Figure 1. Placement density heat map (run 1).
Drawn at 3 px/um. The die is cut into 11 by 11 equal tiles; dark blue is low, red is high, 0 to 100% covered.
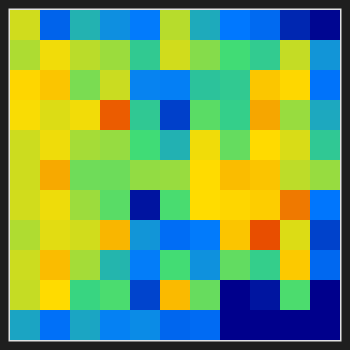
Figure 2. Port wiring (run 1).
Drawn at 2 px/um.
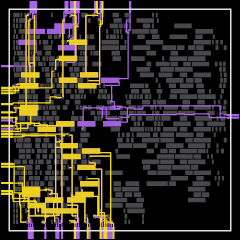
Figure 3. The metal 1 layer (run 1).
Drawn at 4 px/um. Supply wires on this layer in grey. Cells faint in the background.
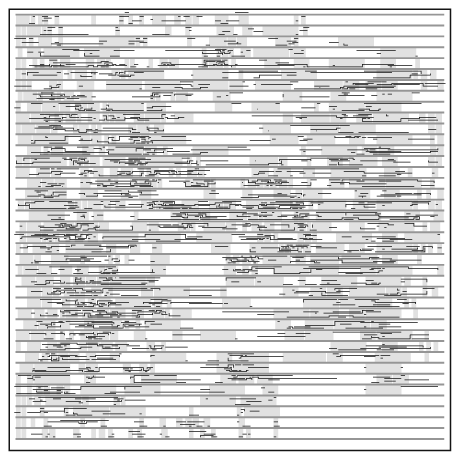
Figure 4. Cell outlines without signal wires (run 1).
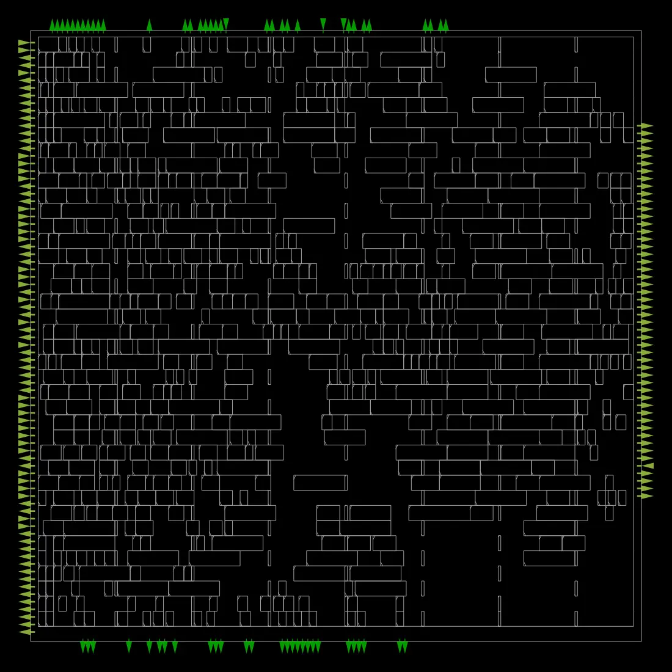
===== config.mk =====
export PLATFORM = sky130hd
export DESIGN_NAME = tanh_table_fetch_flat
export DESIGN_NICKNAME = d
export VERILOG_FILES = /design/src/rtl/tanh_table_fetch_if.sv /design/src/rtl/tanh_table_fetch.sv /design/src/flat_wrapper.sv
export SDC_FILE = /design/constraint.sdc
export NUM_CORES = 1
export LEC_CHECK = 0
export CAP_MARGIN = 20
export CORE_MARGIN = 1
export CORE_UTILIZATION = 45
export CTS_BUF_LIST = sky130_fd_sc_hd__clkbuf_4 sky130_fd_sc_hd__clkbuf_8
export DETAILED_ROUTE_END_ITERATION = 8
export PLACE_DENSITY = 0.81
export RECOVER_POWER = 50
export REMOVE_ABC_BUFFERS = 1
export SLEW_MARGIN = 40
export SYNTH_ARGS = -nofsm -noshare
export SYNTH_HDL_FRONTEND = slang
export SYNTH_SLANG_ARGS = --single-unit

===== constraint.sdc =====
create_clock -name clk -period 3.1 [get_ports clk]
set_input_delay 0.31 -clock clk [delete_from_list [all_inputs] [get_ports clk]]
set_output_delay 0.31 -clock clk [all_outputs]
set_load 0.1 [all_outputs]

===== src/rtl/tanh_table_fetch_if.sv =====
// Handshake bundle between the operand source, tanh_table_fetch and the
// interpolation calculator. The master view belongs to whoever feeds
// operands and consumes bundles; the slave view belongs to the fetch block.
`timescale 1ns/1ps

interface tanh_table_fetch_if;
    logic               in_valid;
    logic               in_ready;
    logic signed [31:0] in_z;
    logic               out_valid;
    logic               out_ready;
    logic signed [31:0] z_value;
    logic signed [31:0] base;
    logic signed [31:0] next_data;
    logic signed [31:0] addr;
    logic        [23:0] remaining;
    logic               neg;

    modport master (
        output in_valid, in_z, out_ready,
        input  in_ready, out_valid, z_value, base, next_data, addr, remaining, neg
    );

    modport slave (
        input  in_valid, in_z, out_ready,
        output in_ready, out_valid, z_value, base, next_data, addr, remaining, neg
    );
endinterface


===== src/rtl/tanh_table_fetch.sv =====
// tanh_table_fetch: folds a Q4.28 operand to |z| (tanh is odd), fetches
// tanh(k) and tanh(k+1) from a small synchronous ROM and hands the
// interpolation bundle to the calculator over valid/ready.
`timescale 1ns/1ps

module tanh_table_fetch #(
    parameter int FRAC_BITS   = 28,
    parameter int TABLE_DEPTH = 9
) (
    input  logic            clk,
    input  logic            rst,
    tanh_table_fetch_if.slave bus
);

    localparam int ADDR_W   = $clog2(TABLE_DEPTH);
    localparam int INT_BITS = 31 - FRAC_BITS;

    typedef enum logic [1:0] {
        IDLE    = 2'd0,
        RD_BASE = 2'd1,
        RD_NEXT = 2'd2,
        VALID   = 2'd3
    } state_t;

    // round(tanh(k) * 2^28). Entry 1 rounds up from ...5A.8A to ...5B.
    function automatic logic [31:0] rom_word(input int idx);
        logic [31:0] word;
        case (idx)
            0:       word = 32'h0000_0000;
            1:       word = 32'h0C2F_7D5B;
            2:       word = 32'h0F6C_A82F;
            3:       word = 32'h0FEB_BE89;
            4:       word = 32'h0FFD_40B8;
            5:       word = 32'h0FFF_A0CB;
            6:       word = 32'h0FFF_F31D;
            7:       word = 32'h0FFF_FE42;
            8:       word = 32'h0FFF_FFC4;
            default: word = 32'h0000_0000;
        endcase
        return word;
    endfunction

    state_t               state_reg;
    state_t               state_next;
    logic signed [31:0]   z_reg;
    logic                 neg_reg;
    logic signed [31:0]   base_reg;
    logic signed [31:0]   next_data_reg;
    logic        [31:0]   rom_data_reg;

    logic        [31:0]   rom [TABLE_DEPTH];
    logic [ADDR_W-1:0]    rom_addr;
    logic signed [31:0]   abs_z;
    logic [INT_BITS-1:0]  k_in;
    logic [INT_BITS-1:0]  k_reg;
    logic                 in_ready;
    logic                 out_valid;
    logic                 accept;
    logic                 load_base;
    logic                 load_next;

    generate
        for (genvar gi = 0; gi < TABLE_DEPTH; gi++) begin : g_rom
            assign rom[gi] = rom_word(gi);
        end
    endgenerate

    // Fold to |z|; the most negative code has no positive twin, so it saturates.
    always_comb begin
        if (bus.in_z == 32'sh8000_0000) begin
            abs_z = 32'sh7FFF_FFFF;
        end else if (bus.in_z[31]) begin
            abs_z = -bus.in_z;
        end else begin
            abs_z = bus.in_z;
        end
    end

    assign k_in  = abs_z[30:FRAC_BITS];
    assign k_reg = z_reg[30:FRAC_BITS];

    // Next-state and control decode; ROM address is k while idle, k+1 afterwards.
    always_comb begin
        state_next = state_reg;
        in_ready   = 1'b0;
        out_valid  = 1'b0;
        accept     = 1'b0;
        load_base  = 1'b0;
        load_next  = 1'b0;
        rom_addr   = ADDR_W'(k_reg) + ADDR_W'(1);
        case (state_reg)
            IDLE: begin
                in_ready = 1'b1;
                rom_addr = ADDR_W'(k_in);
                if (bus.in_valid) begin
                    accept     = 1'b1;
                    state_next = RD_BASE;
                end
            end
            RD_BASE: begin
                load_base  = 1'b1;
                state_next = RD_NEXT;
            end
            RD_NEXT: begin
                load_next  = 1'b1;
                state_next = VALID;
            end
            VALID: begin
                out_valid = 1'b1;
                if (bus.out_ready) begin
                    state_next = IDLE;
                end
            end
            default: state_next = IDLE;
        endcase
    end

    // State register; reset abandons any transaction in flight.
    always_ff @(posedge clk or posedge rst) begin
        if (rst) begin
            state_reg <= IDLE;
        end else begin
            state_reg <= state_next;
        end
    end

    // Operand and table-sample registers feeding the output bundle.
    always_ff @(posedge clk or posedge rst) begin
        if (rst) begin
            z_reg         <= '0;
            neg_reg       <= 1'b0;
            base_reg      <= '0;
            next_data_reg <= '0;
        end else begin
            if (accept) begin
                z_reg   <= abs_z;
                neg_reg <= bus.in_z[31];
            end
            if (load_base) begin
                base_reg <= rom_data_reg;
            end
            if (load_next) begin
                next_data_reg <= rom_data_reg;
            end
        end
    end

    // Registered ROM read, no reset so it maps onto block memory.
    always_ff @(posedge clk) begin
        rom_data_reg <= rom[rom_addr];
    end

    assign bus.in_ready  = in_ready;
    assign bus.out_valid = out_valid;
    assign bus.z_value   = z_reg;
    assign bus.base      = base_reg;
    assign bus.next_data = next_data_reg;
    assign bus.addr      = {1'b0, k_reg, {FRAC_BITS{1'b0}}};
    assign bus.remaining = z_reg[FRAC_BITS-1 -: 24];
    assign bus.neg       = neg_reg;

endmodule


===== src/flat_wrapper.sv =====
// flat-port wrapper written by rule: the top's interface ports become plain ports
module tanh_table_fetch_flat 
#(
    parameter int FRAC_BITS   = 28,
    parameter int TABLE_DEPTH = 9
)
  (clk, rst, bus_in_valid, bus_in_z, bus_out_ready, bus_in_ready, bus_out_valid, bus_z_value, bus_base, bus_next_data, bus_addr, bus_remaining, bus_neg);
  tanh_table_fetch_if bus_i ();
  input  logic clk;
  input  logic rst;
  input wire logic [$bits(bus_i.in_valid)-1:0] bus_in_valid;
  input wire logic [$bits(bus_i.in_z)-1:0] bus_in_z;
  input wire logic [$bits(bus_i.out_ready)-1:0] bus_out_ready;
  output wire logic [$bits(bus_i.in_ready)-1:0] bus_in_ready;
  output wire logic [$bits(bus_i.out_valid)-1:0] bus_out_valid;
  output wire logic [$bits(bus_i.z_value)-1:0] bus_z_value;
  output wire logic [$bits(bus_i.base)-1:0] bus_base;
  output wire logic [$bits(bus_i.next_data)-1:0] bus_next_data;
  output wire logic [$bits(bus_i.addr)-1:0] bus_addr;
  output wire logic [$bits(bus_i.remaining)-1:0] bus_remaining;
  output wire logic [$bits(bus_i.neg)-1:0] bus_neg;
  assign bus_i.in_valid = bus_in_valid;
  assign bus_i.in_z = bus_in_z;
  assign bus_i.out_ready = bus_out_ready;
  assign bus_in_ready = bus_i.in_ready;
  assign bus_out_valid = bus_i.out_valid;
  assign bus_z_value = bus_i.z_value;
  assign bus_base = bus_i.base;
  assign bus_next_data = bus_i.next_data;
  assign bus_addr = bus_i.addr;
  assign bus_remaining = bus_i.remaining;
  assign bus_neg = bus_i.neg;
  tanh_table_fetch #(.FRAC_BITS(FRAC_BITS), .TABLE_DEPTH(TABLE_DEPTH)) u_core (.clk(clk), .rst(rst), .bus(bus_i));
endmodule

==> impl_metrics.ini, run 1 <==
; flow metrics
[placement]
place_congestion = 0.933
io_buffers = 153
place_inst = 773

[worst_hold_path]
hp-start = u_core.rom_data_reg[26]$_SDFF_PP1_
worstHoldPathType = flop to flop
holdPathStages = 1

[clock_network]
clockBufferDepth = 2
cts_resized = 0

[final_timing]
finalCritPeriodShare_pct = 89.1
period_minus_slack_ns = 2.76
slew_violations = 46

[yosys]
synth-edff-count = 0

[final_layout]
largest_reg_flops = 32
finalInstanceArea_mm2 = 0.00629

[setup_path]
r2r-end = u_core.rom_data_reg[7]$_SDFF_PP1_
required_ns = 3.36
reg2reg_from = u_core.state_reg[1]$_DFFE_PP0P_

[run]
drv_cap = 1

[floorplan]
dieHeight_um = 110

[run_status]
violations = max-capacitance violations, max-slew violations
status = finished, violations left

[route]
drc = 0
-- Figure 1 (at the start) --
tiles over 75% full: 17%
fullest tile: 91%
mean over tiles: 51%
emptiest ninth of the die: south-east
nearly empty tiles: 5.8%

-- Figure 2 (at the start) --
[yellow] bus_remaining | bits: 24 | direction: output | edge: 15 west, 6 south, 3 north | end cells: 24 | buffers: 24 | wire: 1190 um
[purple] bus_z_value | bits: 32 | direction: output | edge: 14 south, 13 north, 3 west, 2 east | end cells: 32 | buffers: 32 | wire: 1400 um

-- Figure 3 (at the start) --
share of all routed wire: 42%
longest straight run: 38.6 um
wire length on this layer: 4990 um
main direction: horizontal
nets with wire on the layer: 542
met1 global-route usage: 24.0%
WL final: 11900 um
Vias: 4032

-- Figure 4 (at the start) --
FFs & Latches: 104
Finished Layout Cells: 789
# fillers: 1065
num rows: 39

==> run 1: layout make-up <==
| type | instances | area (um^2) |
|---|---|---|
| clock inverter | 6 | 77.6 |
| tap | 143 | 179 |
| multi-input combinational | 322 | 2210 |
| inverter | 12 | 46.3 |
| sequential | 104 | 2490 |
| fill | 1065 | 5070 |
| timing repair buffer | 192 | 1160 |
| clock buffer | 10 | 131 |
==> run 1: layout by cell type, fill, tap and decap left out, types with 11 or more instances in the layout <==
cell	n
a21oi_1	21
buf_2	46
buf_4	43
clkbuf_1	67
clkdlybuf4s50_1	34
conb_1	37
dfrtp_1	81
dfxtp_1	23
ha_1	13
inv_1	11
mux2_2	46
nand2_1	35
nor2_1	40
o21ai_0	16
xor2_1	18
==> run 1: routing by layer <==
layer	vias up	share of wire [%]	global-route usage, %
met3	18	7.1	4.39
met5	-	0	0
met1	1952	42	24.0
met2	170	49	34.3
li1	1892	-	-
met4	0	1.7	5.81
==> run 1: worst max-delay path: stages <==
cell	delay [ns]
clkdlybuf4s50_1	0.44
nor4_2	0.37
nand4_2	0.15
o41a_1	0.46
or3_4	0.35
a31oi_2	0.25
inv_1	0.09
ha_1	0.24
or3_1	0.37
==> run 1: cells by family (layout without fill, tap and decap cells) <==
logic type               count (synthesis)  after routing  share of synthesized area (%)
other                                    1             37                         0.0715
adder cells (fa/ha/maj)                 13             13                           3.10
buffers and inverters                  107            220                           13.0
AND-OR/OR-AND                           83             83                           10.5
AND/OR/NAND/NOR                        119            119                           12.0
XOR/XNOR                                23             23                           3.84
multiplexers                            47             47                           10.1
flip-flops                             104            104                           47.4
==> run 1: per-stage QoR <==
stage	util (%)	hold slack, ns	setup WS [ns]
detailed placement	54.7	0.474	-0.0307
CTS	56.6	0.382	0.368
global route	55.4	0.488	0.177
finish	55.4	0.485	0.336
global placement	58.8	0.466	0.0445
floorplan	-	0.415	-0.206
==> run 1: synth_stat cells (all sizes together) (3+ instances only) <==
| library cell | instances | area, um^2 |
|---|---|---|
| nor3 | 3 | 26.3 |
| or3 | 9 | 61.3 |
| a311oi | 6 | 58.8 |
| clkbuf | 16 | 60.1 |
| and2 | 3 | 18.8 |
| a31oi | 11 | 75.1 |
| inv | 12 | 45.0 |
| o31ai | 10 | 75.1 |
| ha | 13 | 163 |
| xor2 | 18 | 158 |
| o21ai | 17 | 85.1 |
| dfrtp | 81 | 2030 |
| a21o | 3 | 22.5 |
| a21oi | 21 | 105 |
| nor2b | 3 | 18.8 |
| dfxtp | 23 | 460 |
| nor4 | 9 | 83.8 |
| buf | 79 | 577 |
| nor2 | 41 | 154 |
| o21a | 3 | 22.5 |
| nand2 | 35 | 131 |
| xnor2 | 5 | 43.8 |
| nand2b | 3 | 18.8 |
| mux2 | 46 | 518 |
## Run 2: what changed since run 1
Settings changed: PLACE_DENSITY 0.81 to default, PLACE_DENSITY_LB_ADDON from default to 0.25, TNS_END_PERCENT from default to 1.
==> run 2 against run 1 <==
The run still ends with max-capacitance violations, max-slew violations left. Synthesized area is the same. Sequential share of layout area down 0.30 points. Critical path depth is 1 lower. Setup slack got worse by 0.030 ns. Synthesized cell count unchanged. Largest cell class unchanged.
==> impl_metrics.ini, run 2 <==
; flow metrics
[worst_hold_path]
worstHoldPathType = flop to flop

[route]
drc = 0

[clock_network]
clockBufferDepth = 2
cts_resized = 0

[setup_path]
crit_family = simple AND/OR/NAND/NOR gates
slowest_stage = clkdlybuf4s50_1
cpPeakStageDelay_ns = 0.48
timing.critical_path.buf_inv = 2
cp_common_cell = or3_1
required_ns = 3.35

[floorplan]
dieHeight_um = 110
rows = 39

[final_timing]
period_minus_slack_ns = 2.79
finalCritPeriodShare_pct = 90.1
slew_violations = 35

[final_layout]
layout_top_cell = dfrtp_1
finalInstanceArea_mm2 = 0.00634
lay_top_cells = 81 x dfrtp_1, 68 x clkbuf_1, 48 x buf_2
fillCellCount = 1034
layout.nets = 692
largest_reg_flops = 32

[yosys]
top_area_share_pct = 38.6
largest_area_cell = dfrtp_1
synth-edff-count = 0
common_cells = 81 x dfrtp_1, 74 x buf_4, 46 x mux2_2, 41 x nor2_1, 35 x nand2_1
area_leaders = dfrtp_1 39%, buf_4 11%, mux2_2 9.9%, dfxtp_1 8.8%, ha_1 3.1%
ys_seq_share_pct = 47.4
yosysMostFrequentCell = dfrtp_1

[run]
drv_cap = 1

[placement]
place_ws_ns = -0.0835
io_buffers = 153
place_congestion = 0.803

[run_status]
violations = max-capacitance violations, max-slew violations
status = finished, violations left
==> run 2: cell types whose count changed in the layout (fill, tap and decap cells not counted), sizes merged <==
cell | previous run | this run
buf | 89 | 91
clkinv | 2 | 0
bufinv | 1 | 2
clkbuf | 78 | 79
==> run 2: layout make-up <==
cell class / count / area (um^2) / area share [%]
tap: 143 / 179 / 2.82
clock inverter: 5 / 85.1 / 1.34
clock buffer: 11 / 151 / 2.39
sequential: 104 / 2490 / 39.2
inverter: 12 / 46.3 / 0.730
timing repair buffer: 194 / 1180 / 18.6
multi-input combinational: 322 / 2210 / 34.9
==> run 2: worst register-to-register path: cells and delay by family, from the launching register on <==
| kind | cells | cell delay, ns |
|---|---|---|
| AND/OR/NAND/NOR | 1 | 0.17 |
| flip-flops | 1 | 0.42 |
| adder cells (fa/ha/maj) | 1 | 0.50 |
| AND-OR/OR-AND | 3 | 1.02 |
| buffers and inverters | 1 | 0.09 |
==> run 2: metrics by stage <==
step / setup TNS [ns] / hold slack, ns / cells / util (%)
finish: 0 / 0.493 / 791 / 55.8
global route: 0 / 0.513 / 791 / 55.8
CTS: 0 / 0.347 / 791 / 56.8
detailed placement: -0.107 / 0.470 / 775 / 54.7
global placement: -0.0219 / 0.464 / 775 / 59.3
floorplan: -0.759 / 0.415 / 438 / -
==> run 2: layer usage <==
layer	track usage, %	part of all wire [%]	vias up
met1	24.5	44	1917
li1	-	-	1895
met4	7.14	1.4	0
met5	0	0	-
met3	3.26	6.1	14
met2	33.3	48	134
==> run 2: final timing paths <==
check                      cells past startpoint                                    to                          startpoint  slack (ns)
max                                            8    u_core.rom_data_reg[23]$_SDFF_PN1_                        bus_in_z[27]        0.31
min                                            1  u_core.bus.next_data[12]$_DFFE_PP0P_  u_core.rom_data_reg[12]$_SDFF_PP1_        0.49
max reg2reg                                    6     u_core.rom_data_reg[7]$_SDFF_PP1_     u_core.state_reg[0]$_DFFE_PP0P_        0.79
min reg2reg                                    1  u_core.bus.next_data[12]$_DFFE_PP0P_  u_core.rom_data_reg[12]$_SDFF_PP1_        0.49
max in group asynchronous                      3   u_core.bus.next_data[2]$_DFFE_PP0P_                                 rst        1.41
min in group asynchronous                      2     u_core.bus.z_value[0]$_DFFE_PP0P_                                 rst        0.81
==> run 2: cells by family (layout without fill, tap and decap cells) <==
logic type | Yosys count | in the layout | synth area share (%)
flops | 104 | 104 | 47.4
simple gates | 119 | 119 | 12.0
buf+inv | 107 | 222 | 13.0
compound gates | 83 | 83 | 10.5
xor+xnor | 23 | 23 | 3.84
other cells | 1 | 37 | 0.0715
mux | 47 | 47 | 10.1
fa+ha+maj | 13 | 13 | 3.10
Figure 5. Port wiring (run 2).
Drawn at 2 px/um.
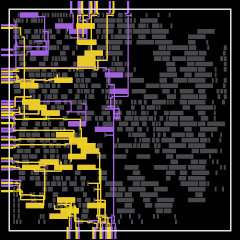
[purple] bus_z_value | bits: 32 | direction: output | edge: 18 west, 7 south, 7 north | end cells: 32 | buffers: 32 | wire: 1320 um
[yellow] bus_remaining | bits: 24 | direction: output | edge: 14 west, 6 south, 4 north | end cells: 24 | buffers: 24 | wire: 882 um

Figure 6. The metal 1 layer (run 2).
Drawn at 4 px/um. Supply wires on this layer in grey. Cells faint in the background.
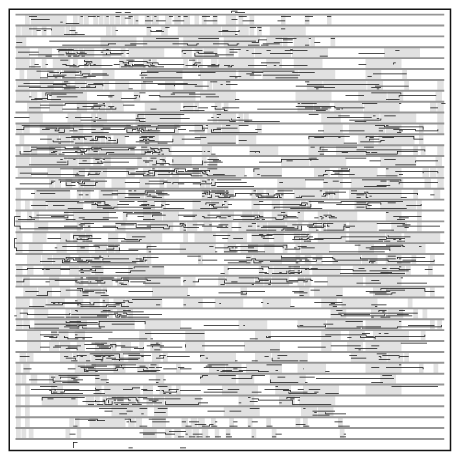
wire length on this layer: 4990 um
nets with wire on the layer: 549
share of all routed wire: 44%
met1 global-route usage: 24.5%
WL final: 11300 um
Vias: 3960

